$ cat config.mk
export PLATFORM = sky130hd
export DESIGN_NAME = note_strobe_timer_flat
export DESIGN_NICKNAME = d
export VERILOG_FILES = /design/src/rtl/note_strobe_timer_if.sv /design/src/rtl/note_strobe_timer.sv /design/src/flat_wrapper.sv
export SDC_FILE = /design/constraint.sdc
export NUM_CORES = 1
export LEC_CHECK = 0
export CAP_MARGIN = 40
export CORE_MARGIN = 2
export CORE_UTILIZATION = 54
export CTS_BUF_LIST = sky130_fd_sc_hd__clkbuf_4
export CTS_CLUSTER_DIAMETER = 30
export CTS_CLUSTER_SIZE = 14
export DETAILED_ROUTE_END_ITERATION = 10
export PLACE_DENSITY = 0.8
export SKIP_LAST_GASP = 1
export SLEW_MARGIN = 25
export SYNTH_ARGS = -nofsm -noshare
export SYNTH_HDL_FRONTEND = slang
export SYNTH_SLANG_ARGS = --single-unit
$ cat constraint.sdc
create_clock -name clk_i -period 2.83 [get_ports clk_i]
set_input_delay 0.566 -clock clk_i [delete_from_list [all_inputs] [get_ports clk_i]]
set_output_delay 0.566 -clock clk_i [all_outputs]
set_load 0.1 [all_outputs]
$ cat src/rtl/note_strobe_timer_if.sv
// note_strobe_timer_if: control inputs and note strobe/gate/tick outputs of the note timer.
interface note_strobe_timer_if #(
    parameter int TICK_BW = 16,
    parameter int DUR_BW  = 4
);
    logic               run_i;
    logic [TICK_BW-1:0] tempoDiv_i;
    logic [DUR_BW-1:0]  duration_i;
    logic               strb_o;
    logic               gate_o;
    logic               tick_o;

    modport master (output run_i, tempoDiv_i, duration_i, input strb_o, gate_o, tick_o);
    modport slave  (input run_i, tempoDiv_i, duration_i, output strb_o, gate_o, tick_o);
endinterface

$ cat src/rtl/note_strobe_timer.sv
// note_strobe_timer: tempo prescaler and note-duration FSM producing gate, tick and note-advance strobe.
module note_strobe_timer #(
    parameter int TICK_BW   = 16,
    parameter int DUR_BW    = 4,
    parameter int GAP_TICKS = 1
) (
    input logic clk_i,
    input logic rst_i,
    note_strobe_timer_if.slave bus
);
    typedef enum logic [2:0] {IDLE, LOAD, NOTE, GAP, STROBE} state_t;
    localparam logic [DUR_BW-1:0] GAP_LAST = DUR_BW'(GAP_TICKS > 0 ? GAP_TICKS - 1 : 0);

    state_t             state, state_n;
    logic [TICK_BW-1:0] presc, presc_n;
    logic [DUR_BW-1:0]  tick_cnt, cnt_n, dur_lat, dur_n;
    logic               tick;

    always_ff @(posedge clk_i or posedge rst_i) begin
        if (rst_i) begin
            state    <= IDLE;
            presc    <= '0;
            tick_cnt <= '0;
            dur_lat  <= '0;
        end else begin
            state    <= state_n;
            presc    <= presc_n;
            tick_cnt <= cnt_n;
            dur_lat  <= dur_n;
        end
    end

    // counters default to cleared, so every exit to IDLE/LOAD/STROBE drops partial progress
    always_comb begin
        state_n = IDLE;
        presc_n = '0;
        cnt_n   = '0;
        dur_n   = dur_lat;
        tick    = (state == NOTE || state == GAP) && presc >= bus.tempoDiv_i;
        case (state)
            IDLE:   state_n = bus.run_i ? LOAD : IDLE;
            LOAD: begin
                state_n = bus.run_i ? NOTE : IDLE;
                dur_n   = bus.run_i ? bus.duration_i : dur_lat;
            end
            NOTE, GAP: if (bus.run_i) begin
                state_n = state;
                presc_n = tick ? '0 : presc + TICK_BW'(1);
                cnt_n   = tick ? tick_cnt + DUR_BW'(1) : tick_cnt;
                if (tick && state == NOTE && tick_cnt == dur_lat) begin
                    cnt_n   = '0;
                    state_n = (GAP_TICKS > 0) ? GAP : STROBE;
                end
                if (tick && state == GAP && tick_cnt == GAP_LAST) begin
                    cnt_n   = '0;
                    state_n = STROBE;
                end
            end
            STROBE: state_n = bus.run_i ? LOAD : IDLE;
            default: state_n = IDLE;
        endcase
    end

    assign bus.gate_o = (state == NOTE);
    assign bus.strb_o = (state == STROBE);
    assign bus.tick_o = tick;
endmodule

$ cat src/flat_wrapper.sv
// flat-port wrapper written by rule: the top's interface ports become plain ports
module note_strobe_timer_flat 
#(
    parameter int TICK_BW   = 16,
    parameter int DUR_BW    = 4,
    parameter int GAP_TICKS = 1
)
  (clk_i, rst_i, bus_run_i, bus_tempoDiv_i, bus_duration_i, bus_strb_o, bus_gate_o, bus_tick_o);
  note_strobe_timer_if #(.TICK_BW(TICK_BW), .DUR_BW(DUR_BW)) bus_i ();
  input logic clk_i;
  input logic rst_i;
  input wire logic [$bits(bus_i.run_i)-1:0] bus_run_i;
  input wire logic [$bits(bus_i.tempoDiv_i)-1:0] bus_tempoDiv_i;
  input wire logic [$bits(bus_i.duration_i)-1:0] bus_duration_i;
  output wire logic [$bits(bus_i.strb_o)-1:0] bus_strb_o;
  output wire logic [$bits(bus_i.gate_o)-1:0] bus_gate_o;
  output wire logic [$bits(bus_i.tick_o)-1:0] bus_tick_o;
  assign bus_i.run_i = bus_run_i;
  assign bus_i.tempoDiv_i = bus_tempoDiv_i;
  assign bus_i.duration_i = bus_duration_i;
  assign bus_strb_o = bus_i.strb_o;
  assign bus_gate_o = bus_i.gate_o;
  assign bus_tick_o = bus_i.tick_o;
  note_strobe_timer #(.TICK_BW(TICK_BW), .DUR_BW(DUR_BW), .GAP_TICKS(GAP_TICKS)) u_core (.clk_i(clk_i), .rst_i(rst_i), .bus(bus_i));
endmodule
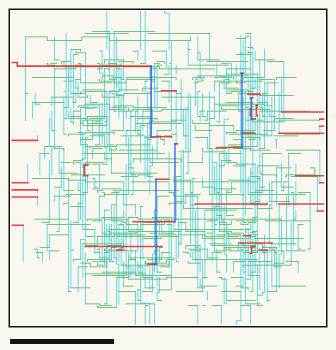
Figure 1: run 1, routed metal, one color a layer.
Scale bar: 20 um.
legend:
  M3:
    color: red
    wire_length: 159 um
  M4:
    color: blue
    wire_length: 63.2 um
  M2:
    color: cyan
    wire_length: 2020 um
  M1:
    color: green
    wire_length: 1600 um

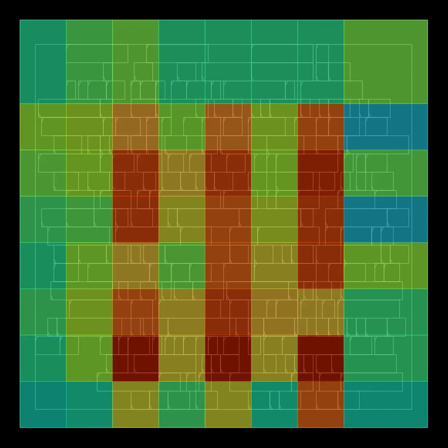
Figure 2: run 1, routing congestion.
Global Route met2 Usage: 41.9%
fraction of the core area covered by cells at the end of the flow: 75.8%
drt wl/cell: 13.9 um

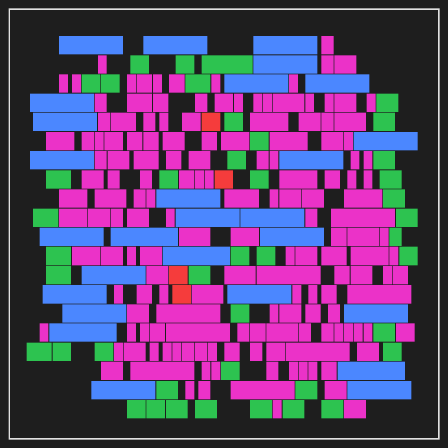
Figure 3: run 1, cells colored by class.
legend:
  remaining logic cells:
    color: magenta
    cells: 159
    share_of_their_area: 53%
  registers:
    color: blue
    cells: 27
    share_of_their_area: 30%
  clock drivers and dummy loads:
    color: red
    cells: 4
    share_of_their_area: 1.3%
  remaining buffers and delay cells:
    color: green
    cells: 42
    share_of_their_area: 16%

==> flow_summary.html, run 1 <==
<h3>Run summary</h3>
<table>
<tr><th>Metric</th><th>Value</th></tr>
<tr><th colspan="2">Logic synthesis</th></tr>
<tr><td>Top post-synthesis cells by area</td><td>sky130_fd_sc_hd__dfrtp_1 (39%), sky130_fd_sc_hd__ha_1 (14%), sky130_fd_sc_hd__xor2_1 (5.5%)</td></tr>
<tr><td>Post-synth EDFFs</td><td>0</td></tr>
<tr><td>Most used flip-flop cell after synthesis</td><td>sky130_fd_sc_hd__dfrtp_1</td></tr>
<tr><td>Number of instances in the synthesized netlist</td><td>190</td></tr>
<tr><td>Synth Register Bits</td><td>27</td></tr>
<tr><td>Cell area after technology mapping</td><td>0.00174 mm2</td></tr>
<tr><td>Cell Type Count</td><td>37</td></tr>
<tr><td>Cell total in the yosys stat output</td><td>190</td></tr>
<tr><th colspan="2">Route</th></tr>
<tr><td>M1 WL</td><td>1600 um</td></tr>
<tr><td>Max Used Layer</td><td>met4</td></tr>
<tr><td>Overall routed net length</td><td>3840 um</td></tr>
<tr><td>Met2 wire length</td><td>2020 um</td></tr>
<tr><td>Pre-Repair DR Iteration Count</td><td>5</td></tr>
<tr><td>Number of routed nets with antenna violations</td><td>0</td></tr>
<tr><th colspan="2">Floorplanning</th></tr>
<tr><td>Die y size</td><td>60.8 um</td></tr>
<tr><td>Placeable core region</td><td>0.00305 mm2</td></tr>
<tr><td>Die area</td><td>0.00369 mm2</td></tr>
<tr><td>Cell row count</td><td>20</td></tr>
<tr><th colspan="2">Layout</th></tr>
<tr><td>Fill count</td><td>226</td></tr>
<tr><td>Share of post-route cells with drive strength above 1</td><td>27.2%</td></tr>
<tr><th colspan="2">Status</th></tr>
<tr><td>Violations in the final reports</td><td>negative setup slack</td></tr>
<tr><td>Status</td><td>finished, violations left</td></tr>
<tr><th colspan="2">Placement</th></tr>
<tr><td>Placement Cell Area</td><td>0.00213 mm2</td></tr>
<tr><td>Half-perimeter wire length of the detailed placement result</td><td>2750 um</td></tr>
<tr><th colspan="2">Global route</th></tr>
<tr><td>Grt peak-use layer</td><td>met2</td></tr>
<tr><td>Number of global-route vias before repair</td><td>1568</td></tr>
<tr><td>Met1 usage in global routing</td><td>27.6%</td></tr>
<tr><td>Initial antenna violation count</td><td>0</td></tr>
<tr><th colspan="2">STA</th></tr>
<tr><td>Slew @ Worst Pin</td><td>0.589 ns</td></tr>
<tr><td>Rel. slew slack</td><td>60.4%</td></tr>
<tr><td>Setup WS post-layout</td><td>-0.0757 ns</td></tr>
<tr><td>Final clock skew</td><td>0.00377 ns</td></tr>
<tr><td>Min Hold Slack</td><td>0.554 ns</td></tr>
<tr><td>Setup violators final</td><td>1</td></tr>
<tr><td>Final tally of max-slew violations</td><td>0</td></tr>
<tr><td>Final worst path period need</td><td>2.91 ns</td></tr>
<tr><td>Fin. Hold Viols</td><td>0</td></tr>
<tr><th colspan="2">Job</th></tr>
<tr><td>Count of maximum capacitance violations</td><td>0</td></tr>
<tr><th colspan="2">Setup path</th></tr>
<tr><td>Worst EP required</td><td>2.26 ns</td></tr>
<tr><td>Worst reg-to-reg path cell count</td><td>9</td></tr>
<tr><td>Critical-path maximum fanout</td><td>3</td></tr>
<tr><td>Worst setup EP type</td><td>output port</td></tr>
<tr><th colspan="2">Clocking</th></tr>
<tr><td>CTS Buf Count</td><td>3</td></tr>
<tr><td>TritonCTS clock tree</td><td>yes</td></tr>
<tr><th colspan="2">Pwr</th></tr>
<tr><td>Static power due to leakage</td><td>0.00105 uW</td></tr>
</table>
[run 1: state kept, by name, summed over array words and instances, names as in the netlist]
name,count
u_core.tick_cnt,4
u_core.presc,16
u_core.state,3
u_core.dur_lat,4
[run 1: worst max-delay path: stages]
cell and delay (ns):
sky130_fd_sc_hd__dlygate4sd2_1 0.21, sky130_fd_sc_hd__inv_2 0.05, sky130_fd_sc_hd__ha_4 0.26, sky130_fd_sc_hd__nand4_1 0.16, sky130_fd_sc_hd__or3_4 0.42, sky130_fd_sc_hd__a221oi_2 0.19
sky130_fd_sc_hd__or4b_4 0.18, sky130_fd_sc_hd__nand2_4 0.05, sky130_fd_sc_hd__clkinvlp_4 0.09, sky130_fd_sc_hd__buf_12 0.16
[run 1: cell usage in the layout (no fill, tap or decap), types with 2 or more instances in the layout]
cell and count:
sky130_fd_sc_hd__nor3_1 2, sky130_fd_sc_hd__a21oi_1 8, sky130_fd_sc_hd__inv_1 15, sky130_fd_sc_hd__nand2b_1 2, sky130_fd_sc_hd__dfrtp_1 23, sky130_fd_sc_hd__nand2_1 10, sky130_fd_sc_hd__and3_1 3, sky130_fd_sc_hd__nor2_1 23
sky130_fd_sc_hd__dfrtp_2 4, sky130_fd_sc_hd__nand4_1 6, sky130_fd_sc_hd__ha_1 7, sky130_fd_sc_hd__mux2i_1 2, sky130_fd_sc_hd__xnor2_1 7, sky130_fd_sc_hd__a21o_1 3, sky130_fd_sc_hd__ha_2 4, sky130_fd_sc_hd__nand3_1 12
sky130_fd_sc_hd__clkdlybuf4s50_1 6, sky130_fd_sc_hd__inv_2 7, sky130_fd_sc_hd__mux2_2 4, sky130_fd_sc_hd__xor2_1 11, sky130_fd_sc_hd__ha_4 8, sky130_fd_sc_hd__clkbuf_4 4, sky130_fd_sc_hd__buf_4 19, sky130_fd_sc_hd__dlygate4sd2_1 15
[run 1: logic make-up (layout without fill, tap and decap cells)]
logic type	count (synthesis)	count (layout)	share of synthesized area, %
AOI/OAI and AO/OA	20	20	6.90
xor gates and xnor gates	18	18	9.06
adders and majority gates	19	19	13.7
buffers and inverters	28	70	6.97
DFF	27	27	38.8
muxes	6	6	3.74
and+or+nand+nor	72	72	20.9
[run 1: where the power goes]
part           internal [uW]  switching [uW]  total, uW
logic                    115             127        241
registers                425            34.8        460
clock network           64.9             116        181
[run 1: worst paths after layout]
path / startpoint / end / slack, ns
setup / recovery: bus_tempoDiv_i[13] / bus_tick_o / -0.08
hold / removal: u_core.dur_lat[2] / u_core.dur_lat[2] / 0.55
max in group asynchronous: rst_i / u_core.presc[6] / 1.97
min in group asynchronous: rst_i / u_core.presc[13] / 0.57
hold reg to reg: u_core.dur_lat[2] / u_core.dur_lat[2] / 0.55
setup reg to reg: u_core.presc[6] / u_core.presc[13] / 0.38
[run 1: area by class of cell]
class,count,area [um2],area share [%]
Inverter,24,96.3,4.16
Clock buffer,4,30.0,1.30
Tap cell,44,55.1,2.38
Multi-Input combinational cell,135,1090,47.2
Timing Repair Buffer,42,359,15.5
Sequential cell,27,681,29.4
[run 1: repair_timing]
action                                  CTS  global route
pin swaps                                19             0
endpoints found under the setup margin    1             1
resized                                  46             3
setup buffers                             4             4
Figure 4. Clock network drawn from the DEF (run 1).
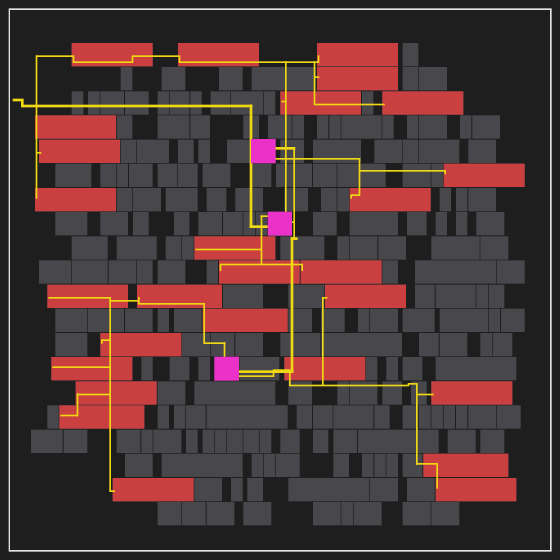

==> run 2: changes to the inputs <==
--- a/config.mk
+++ b/config.mk
@@ -8,7 +8,7 @@
 export CAP_MARGIN = 40
 export CORE_MARGIN = 2
 export CORE_UTILIZATION = 54
-export CTS_BUF_LIST = sky130_fd_sc_hd__clkbuf_4
+export CTS_BUF_LIST = sky130_fd_sc_hd__clkbuf_16
 export CTS_CLUSTER_DIAMETER = 30
 export CTS_CLUSTER_SIZE = 14
 export DETAILED_ROUTE_END_ITERATION = 10
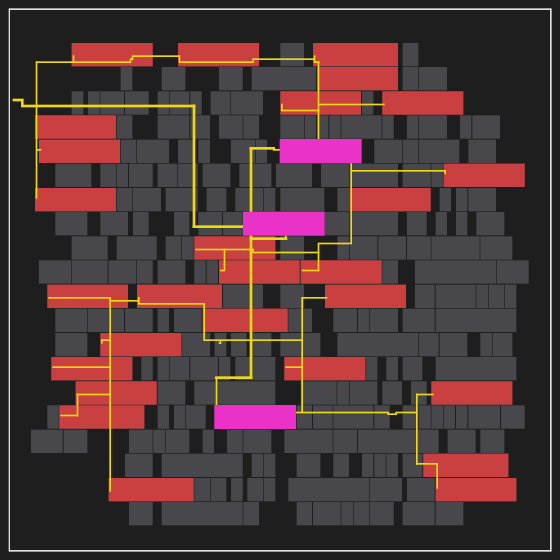
Figure 5: run 2, clock network drawn from the DEF.
legend:
  flip-flops:
    color: red
    count: 27
  clock wires:
    color: yellow
    length: 329 um
  clock-net drivers:
    color: magenta
    count: 3
routed clock nets: 4

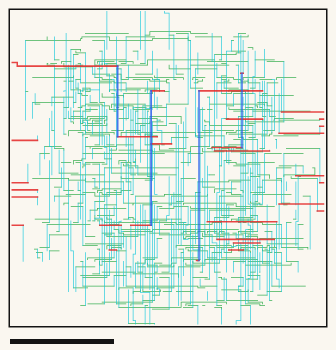
Figure 6: run 2, routed metal, one color a layer.
Scale bar: 20 um.
legend:
  M4:
    color: blue
    wire_length: 86.4 um
  M1:
    color: green
    wire_length: 1690 um
  M2:
    color: cyan
    wire_length: 2180 um
  M3:
    color: red
    wire_length: 166 um

==> run 2 against run 1 <==
Highest routed layer unchanged. Cell count is 0.36% higher. Core utilization increased by 2.1 points. The run still ends with negative setup slack left. Critical path type is now register to output port. Clock power increased by 75%. Synthesized area stayed put.
==> flow_summary.html, run 2 <==
<h3>Run summary</h3>
<table>
<tr><th>Metric</th><th>Value</th></tr>
<tr><th colspan="2">Status</th></tr>
<tr><td>Violations in the final reports</td><td>negative setup slack</td></tr>
<tr><td>Status</td><td>finished, violations left</td></tr>
<tr><th colspan="2">Global route</th></tr>
<tr><td>Initial antenna violation count</td><td>0</td></tr>
<tr><td>Number of global-route vias before repair</td><td>1514</td></tr>
<tr><th colspan="2">Pwr</th></tr>
<tr><td>Share of total power in the clock network</td><td>31.0%</td></tr>
<tr><td>Switching Fraction</td><td>28.5%</td></tr>
<tr><td>Power share of the combinational group</td><td>24.0%</td></tr>
<tr><td>Total net switching power</td><td>291 uW</td></tr>
<tr><td>Share of total power in sequential cells</td><td>45.0%</td></tr>
<tr><th colspan="2">Clocking</th></tr>
<tr><td>CTS Buf Count</td><td>3</td></tr>
<tr><td>TritonCTS clock tree</td><td>yes</td></tr>
<tr><th colspan="2">Floorplanning</th></tr>
<tr><td>Die area</td><td>0.00369 mm2</td></tr>
<tr><td>Die y size</td><td>60.8 um</td></tr>
<tr><th colspan="2">Logic synthesis</th></tr>
<tr><td>Cell area after technology mapping</td><td>0.00174 mm2</td></tr>
<tr><td>Main kind of combinational logic by area</td><td>simple AND/OR/NAND/NOR gates</td></tr>
<tr><td>Post-synth EDFFs</td><td>0</td></tr>
<tr><td>Cell Type Count</td><td>37</td></tr>
<tr><td>Top post-synthesis cells by area</td><td>sky130_fd_sc_hd__dfrtp_1 (39%), sky130_fd_sc_hd__ha_1 (14%), sky130_fd_sc_hd__xor2_1 (5.5%)</td></tr>
<tr><th colspan="2">STA</th></tr>
<tr><td>Final clock skew</td><td>0.00191 ns</td></tr>
<tr><td>Setup violators final</td><td>1</td></tr>
<tr><td>Final tally of max-slew violations</td><td>0</td></tr>
<tr><td>Setup WS post-layout</td><td>-0.0775 ns</td></tr>
<tr><th colspan="2">Layout</th></tr>
<tr><td>Share of post-route cells with drive strength above 1</td><td>31.3%</td></tr>
<tr><th colspan="2">Route</th></tr>
<tr><td>Overall routed net length</td><td>4130 um</td></tr>
<tr><td>Pre-Repair DR Iteration Count</td><td>4</td></tr>
<tr><th colspan="2">Placement</th></tr>
<tr><td>Placement Cell Area</td><td>0.00213 mm2</td></tr>
</table>
run 2: cell counts after synthesis:
Identical to the previous run, type by type.
run 2: critical path: stages (launching register included):
cell                         delay, ns
sky130_fd_sc_hd__dfrtp_2          0.44
sky130_fd_sc_hd__ha_4             0.28
sky130_fd_sc_hd__nand4_1          0.16
sky130_fd_sc_hd__or3_4            0.42
sky130_fd_sc_hd__a221oi_2         0.25
sky130_fd_sc_hd__or4b_4           0.21
sky130_fd_sc_hd__nand2_4          0.05
sky130_fd_sc_hd__clkinvlp_4       0.09
sky130_fd_sc_hd__buf_12           0.16
run 2: final timing paths:
kind,from,endpoint,slack [ns],cells past startpoint
worst min register to register,u_core.presc[0],u_core.presc[0],0.51,1
max in group asynchronous,rst_i,u_core.presc[6],1.88,3
worst min-delay path,u_core.presc[0],u_core.presc[0],0.51,1
worst max-delay path,u_core.presc[13],bus_tick_o,-0.08,8
worst max register to register,u_core.presc[12],u_core.presc[13],0.37,10
min in group asynchronous,rst_i,u_core.presc[13],0.66,3
run 2: power groups by stage:
| stage | combinational [uW] | clock (uW) | sequential [uW] |
|---|---|---|---|
| final | 245 | 317 | 460 |
| after global routing | 273 | 340 | 465 |
| after CTS | 244 | 328 | 460 |
| after detailed placement | 240 | 0 | 467 |
| after global placement | 232 | 0 | 464 |
| after floorplan | 170 | 0 | 457 |
run 2: area by class of cell:
class,instances,share of cell area (%)
Sequential cell,27,28.7
Inverter,24,4.05
Multi-Input combinational cell,135,46.7
Tap cell,44,2.31
Clock inverter,1,0.158
Timing Repair Buffer,43,14.9
Clock buffer,3,3.16
run 2: metal layers:
metal / wire, um / share of wire (%) / GRT usage (%)
met4: 86 / 2.1 / 8.39
met5: 0 / 0 / 0
met3: 165 / 4.0 / 2.99
met2: 2180 / 53 / 43.2
met1: 1690 / 41 / 28.0
run 2: cell families after synthesis:
family | count (synthesis)
DFF | 27
buffers and inverters | 28
AOI/OAI and AO/OA | 20
muxes | 6
xor gates and xnor gates | 18
and+or+nand+nor | 72
adders and majority gates | 19
run 2: repair_timing:
action                     CTS  global route
pin swaps                   21            13
gates resized               57            15
setup endpoints to repair   18             1
setup buffers                3             6
cloned                       0             0
run 2: per-stage QoR:
step           std cells  hold WS [ns]
2_1_floorplan        190         0.480
3_3_place_gp         264         0.511
3_5_place_dp         264         0.527
4_1_cts              271         0.541
5_1_grt              277         0.530
6_report             277         0.505
Figure 7. Power grid (run 2).
Scale bar: 20 um. Pins as bars on the die edge.
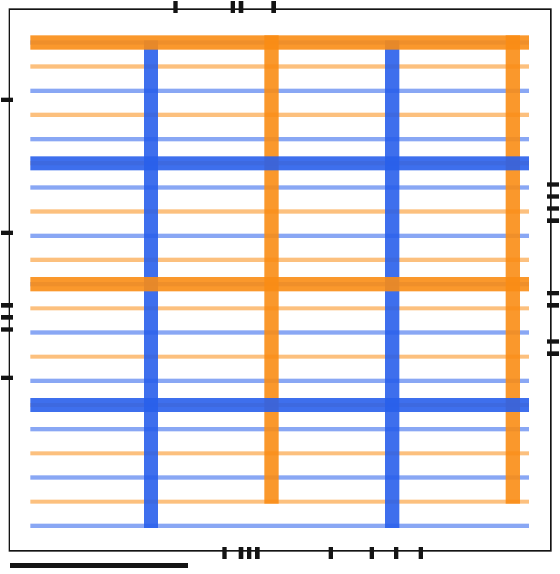

==> run 3: changes to the inputs <==
--- a/config.mk
+++ b/config.mk
@@ -8,11 +8,10 @@
 export CAP_MARGIN = 40
 export CORE_MARGIN = 2
 export CORE_UTILIZATION = 54
-export CTS_BUF_LIST = sky130_fd_sc_hd__clkbuf_16
 export CTS_CLUSTER_DIAMETER = 30
 export CTS_CLUSTER_SIZE = 14
 export DETAILED_ROUTE_END_ITERATION = 10
-export PLACE_DENSITY = 0.8
+export PLACE_DENSITY = 0.88
 export SKIP_LAST_GASP = 1
 export SLEW_MARGIN = 25
 export SYNTH_ARGS = -nofsm -noshare
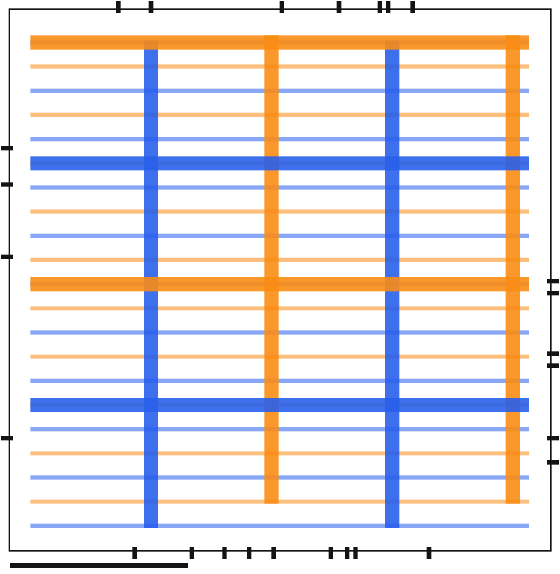
Figure 8: run 3, power grid.
Scale bar: 20 um. Pins as bars on the die edge.
legend:
  VDD:
    color: orange
  VSS:
    color: blue
met4 straps: 4
met5 straps: 4

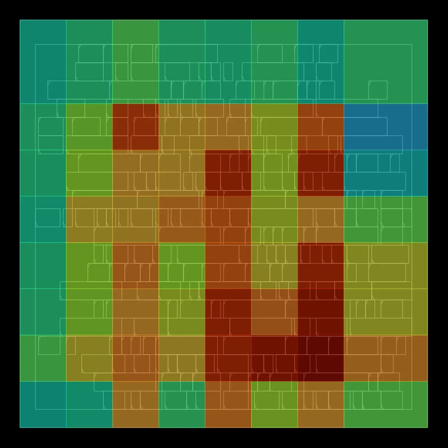
Figure 9: run 3, routing congestion.
met1 usage in global routing: 31.7%
grt peak-use layer: met2
M3 GR Usage: 2.99%
Global Route met2 Usage: 44.9%

==> run 3 against run 2 <==
Non-clock buffer count increased by 2. Register-to-register slack worse by 0.06 ns. The run still ends with negative setup slack left. Sequential share of layout area barely moved. First-iteration DRC count rose by 41%. Critical path type is now input pin to output port.
==> flow_summary.html, run 3 <==
<h3>Run summary</h3>
<table>
<tr><th>Metric</th><th>Value</th></tr>
<tr><th colspan="2">Status</th></tr>
<tr><td>Status</td><td>finished, violations left</td></tr>
<tr><td>Violations in the final reports</td><td>negative setup slack</td></tr>
<tr><th colspan="2">Pwr</th></tr>
<tr><td>Share of total power in sequential cells</td><td>51.4%</td></tr>
<tr><td>Power share of the combinational group</td><td>28.7%</td></tr>
<tr><td>Share of total power in the clock network</td><td>19.8%</td></tr>
<tr><th colspan="2">Route</th></tr>
<tr><td>Drt wl/cell</td><td>15.6 um</td></tr>
<tr><td>Overall routed net length</td><td>4340 um</td></tr>
<tr><th colspan="2">Layout</th></tr>
<tr><td>Number of flip-flops under the largest register name</td><td>16</td></tr>
<tr><td>Combinational gate area</td><td>0.00112 mm2</td></tr>
<tr><td>Footprint of the flip-flops and latches</td><td>682 um2</td></tr>
<tr><td>Leading registers by flop count</td><td>u_core.presc: 16 flops, u_core.dur_lat: 4 flops, u_core.tick_cnt: 4 flops</td></tr>
<tr><td>Most numerous logic cells after layout</td><td>sky130_fd_sc_hd__nor2_1 (23), sky130_fd_sc_hd__buf_4 (22), sky130_fd_sc_hd__dfrtp_1 (22), sky130_fd_sc_hd__inv_1 (15), sky130_fd_sc_hd__nand3_1 (12)</td></tr>
<tr><th colspan="2">Job</th></tr>
<tr><td>Count of maximum capacitance violations</td><td>0</td></tr>
<tr><th colspan="2">Clocking</th></tr>
<tr><td>CTS Buf Count</td><td>3</td></tr>
<tr><th colspan="2">Setup path</th></tr>
<tr><td>Dominant delay contributor by cell family on the critical path</td><td>simple AND/OR/NAND/NOR gates</td></tr>
<tr><td>Max stage delay on crit path</td><td>0.41 ns</td></tr>
<tr><td>Worst EP required</td><td>2.26 ns</td></tr>
<tr><td>Startpoint of the worst-slack reg-to-reg timing path</td><td>u_core.presc[6]</td></tr>
<tr><th colspan="2">STA</th></tr>
<tr><td>Setup WS post-layout</td><td>-0.111 ns</td></tr>
<tr><td>Setup violators final</td><td>1</td></tr>
<tr><th colspan="2">Logic synthesis</th></tr>
<tr><td>Post-synth EDFFs</td><td>0</td></tr>
</table>
## run 3: timing repair
item | CTS | global route
setup buffers | 10 | 2
endpoints found under the setup margin | 10 | 1
pin swaps | 24 | 5
gates resized | 54 | 3
## run 3: power by group through the flow
stage | registers (uW) | logic (uW) | clock network, uW
global placement | 465 | 231 | 0
detailed placement | 468 | 240 | 0
finish | 458 | 256 | 177
floorplan | 457 | 170 | 0
CTS | 458 | 251 | 177
global route | 464 | 278 | 198
## run 3: cell type report
cell class	count	share of cell area (%)
Inverter	24	4.06
Timing Repair Buffer	45	16.3
Clock buffer	3	0.948
Sequential cell	27	28.7
Clock inverter	1	0.316
Tap cell	44	2.32
Multi-Input combinational cell	135	47.4
## run 3: logic make-up after synthesis
group,share of synthesized area [%]
xor+xnor,9.06
compound gates,6.90
simple gates,20.9
flops,38.8
mux,3.74
buf+inv,6.97
fa+ha+maj,13.7
## run 3: path summary, 6_finish.rpt
| path | end | depth (start not counted) | slack, ns |
|---|---|---|---|
| max | bus_tick_o | 10 | -0.11 |
| min | u_core.dur_lat[0] | 1 | 0.55 |
| max reg2reg | u_core.presc[7] | 9 | 0.31 |
| min reg2reg | u_core.dur_lat[0] | 1 | 0.55 |
| max in group asynchronous | u_core.presc[5] | 3 | 2.00 |
| min in group asynchronous | u_core.tick_cnt[2] | 3 | 0.56 |
## run 3: through the flow
| step | cell area, um2 | cells |
|---|---|---|
| floorplan | 1790 | 190 |
| global placement | 2130 | 264 |
| detailed placement | 2130 | 264 |
| CTS | 2340 | 278 |
| global route | 2370 | 279 |
| finish | 2370 | 279 |
## run 3: metal layers
metal  track usage (%)  part of all wire [%]  vias to the layer above
met4              13.7                   4.6                        0
met1              31.7                    41                      734
li1                  -                     -                      733
met3              2.99                   4.1                       21
met5                 0                     0                        -
met2              44.9                    51                       55
Power figures rest on the tool's default switching activity, not on a simulated workload.
